$ cat src/rtl/jpeg_entropy_pkg.sv
// Shared types and constants for the JPEG entropy front end.
//   sym_hdr_t   : symbol header (is_dc, run, size); the value travels alongside
//                 at the coefficient width of the instantiating block.
//   seq_state_e : block symbol sequencer FSM states.
package jpeg_entropy_pkg;

  localparam logic [3:0] ZRL_RUN          = 4'd15;
  localparam logic [3:0] EOB_RUN          = 4'd0;
  localparam logic [5:0] BLOCK_LAST_INDEX = 6'd63;

  typedef struct packed {
    logic       is_dc;
    logic [3:0] run;
    logic [3:0] size;
  } sym_hdr_t;

  typedef enum logic [2:0] {
    S_IDLE,
    S_READ,
    S_EVAL,
    S_EMIT,
    S_ZRL,
    S_EOB,
    S_DONE
  } seq_state_e;

endpackage

$ cat src/rtl/coefficient_encoder.sv
// Combinational JPEG magnitude-category encoder.
//   coef : signed input value
//   size : magnitude category (bit length of |coef|, saturated at 15)
//   code : low 'size' bits hold coef (positive) or ones-complement of |coef|
//          (negative); all upper bits are zero.
module coefficient_encoder #(
  parameter int COEF_WIDTH = 16
) (
  input  logic signed [COEF_WIDTH-1:0] coef,
  output logic        [3:0]            size,
  output logic        [COEF_WIDTH-1:0] code
);

  localparam logic [COEF_WIDTH-1:0] ONE = 1;

  logic [COEF_WIDTH-1:0] mag;
  logic [COEF_WIDTH-1:0] adj;
  logic [COEF_WIDTH-1:0] mask;
  logic [4:0]            bits;

  always_comb begin
    mag = coef;
    if (coef[COEF_WIDTH-1]) mag = ~coef + ONE;

    bits = '0;
    for (int i = 0; i < COEF_WIDTH; i++)
      if (mag[i]) bits = 5'(i + 1);
    size = (bits > 5'd15) ? 4'd15 : bits[3:0];

    mask = '0;
    for (int i = 0; i < COEF_WIDTH; i++)
      mask[i] = (i < int'(size));

    // Two's complement minus one equals the ones-complement of the magnitude
    // in the low 'size' bits.
    adj = coef;
    if (coef[COEF_WIDTH-1]) adj = adj - ONE;
    code = adj & mask;
  end

endmodule

$ cat src/rtl/jpeg_block_symbol_sequencer.sv
// Walks one 8x8 block in zigzag order and emits (run, size, value) symbols.
//   clock, reset_n        : clock, async active-low reset
//   start, clear_pred     : block start (IDLE only); zero DC predictor first
//   busy, done            : block in progress; one-cycle completion pulse
//   coef_rd_en, coef_addr : block buffer read; data returns one cycle later
//   coef_data             : signed quantized coefficient
//   sym_valid/sym_ready   : symbol stream handshake
//   sym_is_dc, sym_run, sym_size, sym_value : symbol fields (0 when idle)
module jpeg_block_symbol_sequencer
  import jpeg_entropy_pkg::*;
#(
  parameter int COEF_WIDTH = 16
) (
  input  logic                         clock,
  input  logic                         reset_n,
  input  logic                         start,
  input  logic                         clear_pred,
  output logic                         busy,
  output logic                         done,
  output logic                         coef_rd_en,
  output logic        [5:0]            coef_addr,
  input  logic signed [COEF_WIDTH-1:0] coef_data,
  output logic                         sym_valid,
  input  logic                         sym_ready,
  output logic                         sym_is_dc,
  output logic        [3:0]            sym_run,
  output logic        [3:0]            sym_size,
  output logic        [COEF_WIDTH-1:0] sym_value
);

  seq_state_e                  state_q, state_d;
  logic        [5:0]           idx_q, idx_d;
  logic        [5:0]           run_q, run_d;
  logic signed [COEF_WIDTH-1:0] pred_q, pred_d;
  sym_hdr_t                    hdr_q, hdr_d;
  logic        [COEF_WIDTH-1:0] val_q, val_d;

  logic signed [COEF_WIDTH-1:0] diff;
  logic signed [COEF_WIDTH-1:0] enc_in;
  logic        [3:0]            enc_size;
  logic        [COEF_WIDTH-1:0] enc_code;
  logic        [5:0]            run_rem;

  // Wrap-around truncation of the diff is intended for out-of-range inputs.
  assign diff    = coef_data - pred_q;
  assign enc_in  = (idx_q == 6'd0) ? diff : coef_data;
  assign run_rem = run_q - 6'd16;

  coefficient_encoder #(.COEF_WIDTH(COEF_WIDTH)) u_enc (
    .coef (enc_in),
    .size (enc_size),
    .code (enc_code)
  );

  always_ff @(posedge clock or negedge reset_n) begin
    if (!reset_n) begin
      state_q <= S_IDLE;
      idx_q   <= '0;
      run_q   <= '0;
      pred_q  <= '0;
      hdr_q   <= '0;
      val_q   <= '0;
    end else begin
      state_q <= state_d;
      idx_q   <= idx_d;
      run_q   <= run_d;
      pred_q  <= pred_d;
      hdr_q   <= hdr_d;
      val_q   <= val_d;
    end
  end

  always_comb begin
    state_d = state_q;
    idx_d   = idx_q;
    run_d   = run_q;
    pred_d  = pred_q;
    hdr_d   = hdr_q;
    val_d   = val_q;
    case (state_q)
      S_IDLE: if (start) begin
        state_d = S_READ;
        idx_d   = '0;
        run_d   = '0;
        if (clear_pred) pred_d = '0;
      end
      S_READ: state_d = S_EVAL;
      S_EVAL: begin
        if (idx_q == 6'd0) begin
          pred_d  = coef_data;
          hdr_d   = '{is_dc: 1'b1, run: 4'd0, size: enc_size};
          val_d   = enc_code;
          state_d = S_EMIT;
        end else if (coef_data == '0) begin
          run_d = run_q + 6'd1;
          if (idx_q == BLOCK_LAST_INDEX) state_d = S_EOB;
          else begin
            idx_d   = idx_q + 6'd1;
            state_d = S_READ;
          end
        end else begin
          // Symbol is captured now; its run field is finalised once any
          // ZRLs have drained the counter below 16.
          hdr_d = '{is_dc: 1'b0, run: run_q[3:0], size: enc_size};
          val_d = enc_code;
          if (run_q >= 6'd16) state_d = S_ZRL;
          else begin
            run_d   = '0;
            state_d = S_EMIT;
          end
        end
      end
      S_ZRL: if (sym_ready) begin
        run_d = run_rem;
        if (run_rem < 6'd16) begin
          hdr_d.run = run_rem[3:0];
          run_d     = '0;
          state_d   = S_EMIT;
        end
      end
      S_EMIT: if (sym_ready) begin
        if (idx_q == BLOCK_LAST_INDEX) state_d = S_DONE;
        else begin
          idx_d   = idx_q + 6'd1;
          state_d = S_READ;
        end
      end
      S_EOB: if (sym_ready) begin
        run_d   = '0;
        state_d = S_DONE;
      end
      S_DONE: begin
        run_d   = '0;
        state_d = S_IDLE;
      end
      default: state_d = S_IDLE;
    endcase
  end

  always_comb begin
    busy       = (state_q != S_IDLE) && (state_q != S_DONE);
    done       = (state_q == S_DONE);
    coef_rd_en = (state_q == S_READ);
    coef_addr  = idx_q;
    sym_valid  = (state_q == S_EMIT) || (state_q == S_ZRL) || (state_q == S_EOB);
    sym_is_dc  = 1'b0;
    sym_run    = 4'd0;
    sym_size   = 4'd0;
    sym_value  = '0;
    case (state_q)
      S_EMIT: begin
        sym_is_dc = hdr_q.is_dc;
        sym_run   = hdr_q.run;
        sym_size  = hdr_q.size;
        sym_value = val_q;
      end
      S_ZRL:   sym_run = ZRL_RUN;
      S_EOB:   sym_run = EOB_RUN;
      default: ;
    endcase
  end

endmodule

$ cat config.mk
export PLATFORM = sky130hd
export DESIGN_NAME = jpeg_block_symbol_sequencer
export DESIGN_NICKNAME = d
export VERILOG_FILES = /design/src/rtl/jpeg_entropy_pkg.sv /design/src/rtl/coefficient_encoder.sv /design/src/rtl/jpeg_block_symbol_sequencer.sv
export SDC_FILE = /design/constraint.sdc
export NUM_CORES = 1
export LEC_CHECK = 0
export ABC_AREA = 0
export CORE_ASPECT_RATIO = 1.4
export CORE_MARGIN = 1
export CORE_UTILIZATION = 29
export CTS_CLUSTER_DIAMETER = 200
export DETAILED_ROUTE_END_ITERATION = 16
export MAX_ROUTING_LAYER = met4
export PLACE_DENSITY = 0.53
export SYNTH_ARGS = -nofsm -noshare
export SYNTH_HDL_FRONTEND = slang
export SYNTH_SLANG_ARGS = --single-unit
$ cat constraint.sdc
create_clock -name clock -period 7 [get_ports clock]
set_clock_uncertainty 0.1 [all_clocks]
set_input_delay 1.05 -clock clock [delete_from_list [all_inputs] [get_ports clock]]
set_output_delay 1.05 -clock clock [all_outputs]
set_load 0.01 [all_outputs]
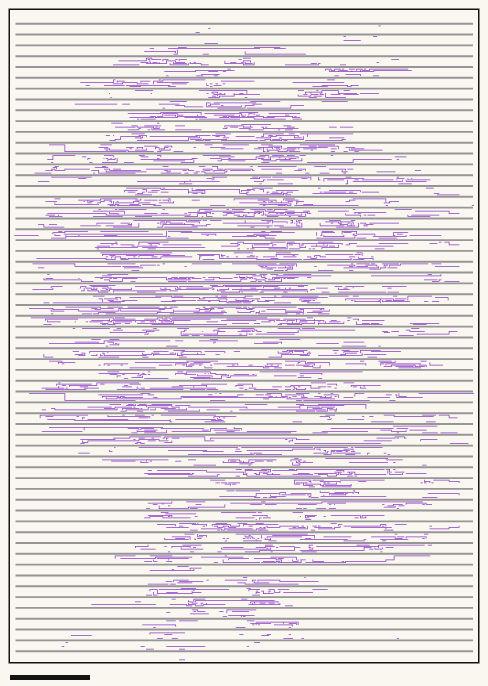
Fig. 1. Signal wires on met1.
Bar = 20 um. Supply wires on this layer in gray.
- nets with wire on the layer: 707
- wire length on this layer: 7650 um
- longest straight run: 28.5 um
- main direction: horizontal
- share of all routed wire: 46%
Routed WL: 16.5 mm
via count: 5344
met1 usage: 21.8%

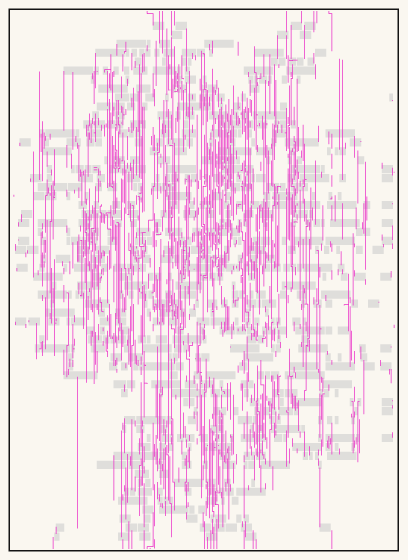
Fig. 2. Met2 routing.
- wire length on this layer: 8270 um
- share of all routed wire: 50%
- main direction: vertical
- longest straight run: 64.3 um
GR Util met2: 31.7%

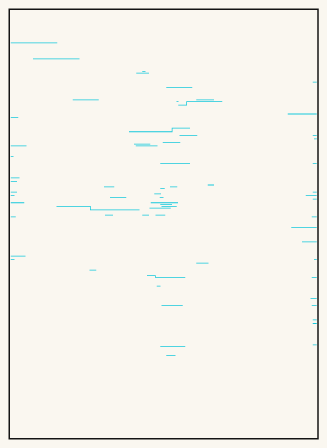
Fig. 3. Metal 3.
- longest straight run: 18.6 um
- wire length on this layer: 355 um
M3 GR Usage: 1.49%

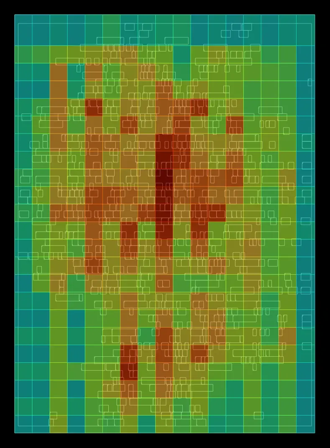
Fig. 4. Congestion heat map.
Total Routing Usage GR: 17.8%
gr busiest metal: met2
post-layout util: 34.7%

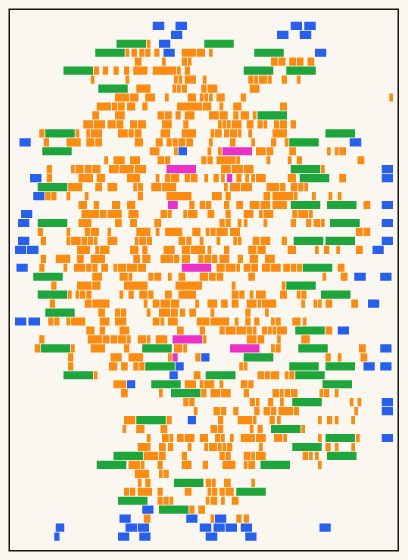
Fig. 5. Cells colored by class.
- other buffers and delay cells: blue (cells 61; share of their area 9.8%)
- combinational and other logic: orange (cells 619; share of their area 65%)
- flops: green (cells 55; share of their area 23%)
- clock drivers and dummy loads: magenta (cells 8; share of their area 2.4%)
sequential cell area share: 21.9%
row count: 58
post-route cell area: 0.00629 mm2
CORE AREA: 0.0181 mm2

==> flow_summary.toml <==
# generated from flow reports
[finish]
top_regs = "pred_q: 16 flops, val_q: 15 flops, hdr_q: 9 flops"
final_layout_top_logic_cells = "93 x nand2_1, 60 x o21ai_0, 55 x dfrtp_1"
bufAreaShareNonClock_pct = 9.34
fin_cells = 983
comb_area_mm2 = 0.00377
logic_gate_count = 588
top_register = "pred_q"
buffers = 61
area_growth_pct = 15.9
dominant_cells = "multi-input combinational cells"
drive_gt1_share_pct = 8.21
nFlopsAndLatches = 55
comb-cell-share_pct = 59.9
insertedDiodeCount = 0
layout_top_cell = "nand2_1"
num-clock-buffers = 5
clkCellAreaFrac_pct = 2.29
layout.nets = 785

[place]
dp_cells = 975
dp_slack_ps = 1560
port_buffers = 54
hpwl_mm = 12.7
place_area_mm2 = 0.00615
finalWeightedCongestion = 0.892

[clock_tree]
holdBufCountCts = 0
insertion_delay_ps = 310
clock-sinks = 55
cts.clk_slew.worst_paths_ps = 80
cts_tree = "built"
post_cts_resized = 0
numCtsBuffers = 5
htree_levels = 2

[synthesis]
ys_seq_share_pct = 25.3
ys_sh_adder_pct = 5.21
synth.area.top_cells = "dfrtp_1 25%, nand2_1 6.4%, o21ai_0 5.5%, ha_1 4.8%, and3_1 4.5%"
logic_family = "simple AND/OR/NAND/NOR gates"
synth-edff-count = 0
synth.top_cell.area_share_pct = 25.3
async_flop_share_pct = 100
synth_area_per_cell_um2 = 7.65
syn_nets = 753
yosysTopAreaCell = "dfrtp_1"
post-synth-top-count-cell = "nand2_1"
yosysWarnings = 0
ys_area_mm2 = 0.00543
synth_flops = 55
xor_share_pct = 3.55

[worst_setup_path]
max_stage_delay_ps = 720
critPathSlowestCell = "a211oi_1"
critPathLaunch = "coef_data[0]"
critical_path_buf_inv_count = 3
critical_path.endpoint = "val_q[4]"
crit_family = "AND-OR/OR-AND gates"
cp_max_fo = 7
cp-end-kind = "register"
critical_path.cell_chain = "clkdlybuf4s50_1 > inv_1 > ha_1 > inv_1 > fa_1 > a211oi_1 > o21ai_2 > a311oi_2 > nor4_1 > a211oi_1 > nand3_1 > mux2_2 > a21oi_4 > nand3_4 > nor4_2 > a21oi_1"
crit_type = "input port to register"
r2r-end = "val_q[8]"
path_depth = 16
cp_data_arrival_time_ps = 5220
required_ps = 7090
r2r-start = "coef_addr[0]"
r2r_slack_ps = 2280

[pwr]
power_leader = "combinational cells"
p_int_uw = 1480
power.total_uw = 3320
power.density_mw_per_mm2 = 527
p_clk_uw = 265
p_sw_share_pct = 55.3
seq_power_uw = 519
power.leakage_uw = 0.00255
p_comb_uw = 2530
p_switching_uw = 1830
clock_power_share_pct = 8.0

[min_path]
whs_path_depth = 2
hold_class = "register to register"
min_from = "val_q[13]"
hold_path_end = "val_q[13]"

[global_route]
grt_max_degree = 56
grt_pass1_vias = 5105
grt_pass1_wl_mm = 27.1
overflow = 0

[drt]
ant_nets = 0
wl_met2_mm = 8.27
drt_iter0_drc = 311
wl_per_cell_um = 16.8
wl_met3_um = 354
route.top_layer_used = "met4"
drc = 0

[sta]
whs_ps = 373
rsz0062_at_grt = "false"
hold_violations = 0
setup_viol = 0
fin_crit_sh_pct = 73.3
slew-limit-headroom_pct = 37.6
slew_violations = 0
finalSetupTns_ps = 0

[die]
fp.dieW_um = 118
num_io_pins = 56
die_height_um = 164
fp_util_pct = 29.9
nWellTaps = 240
die_area_mm2 = 0.0193

[job]
warnings = 28
maxCapViolCount = 0

[status]
status = "finished clean"
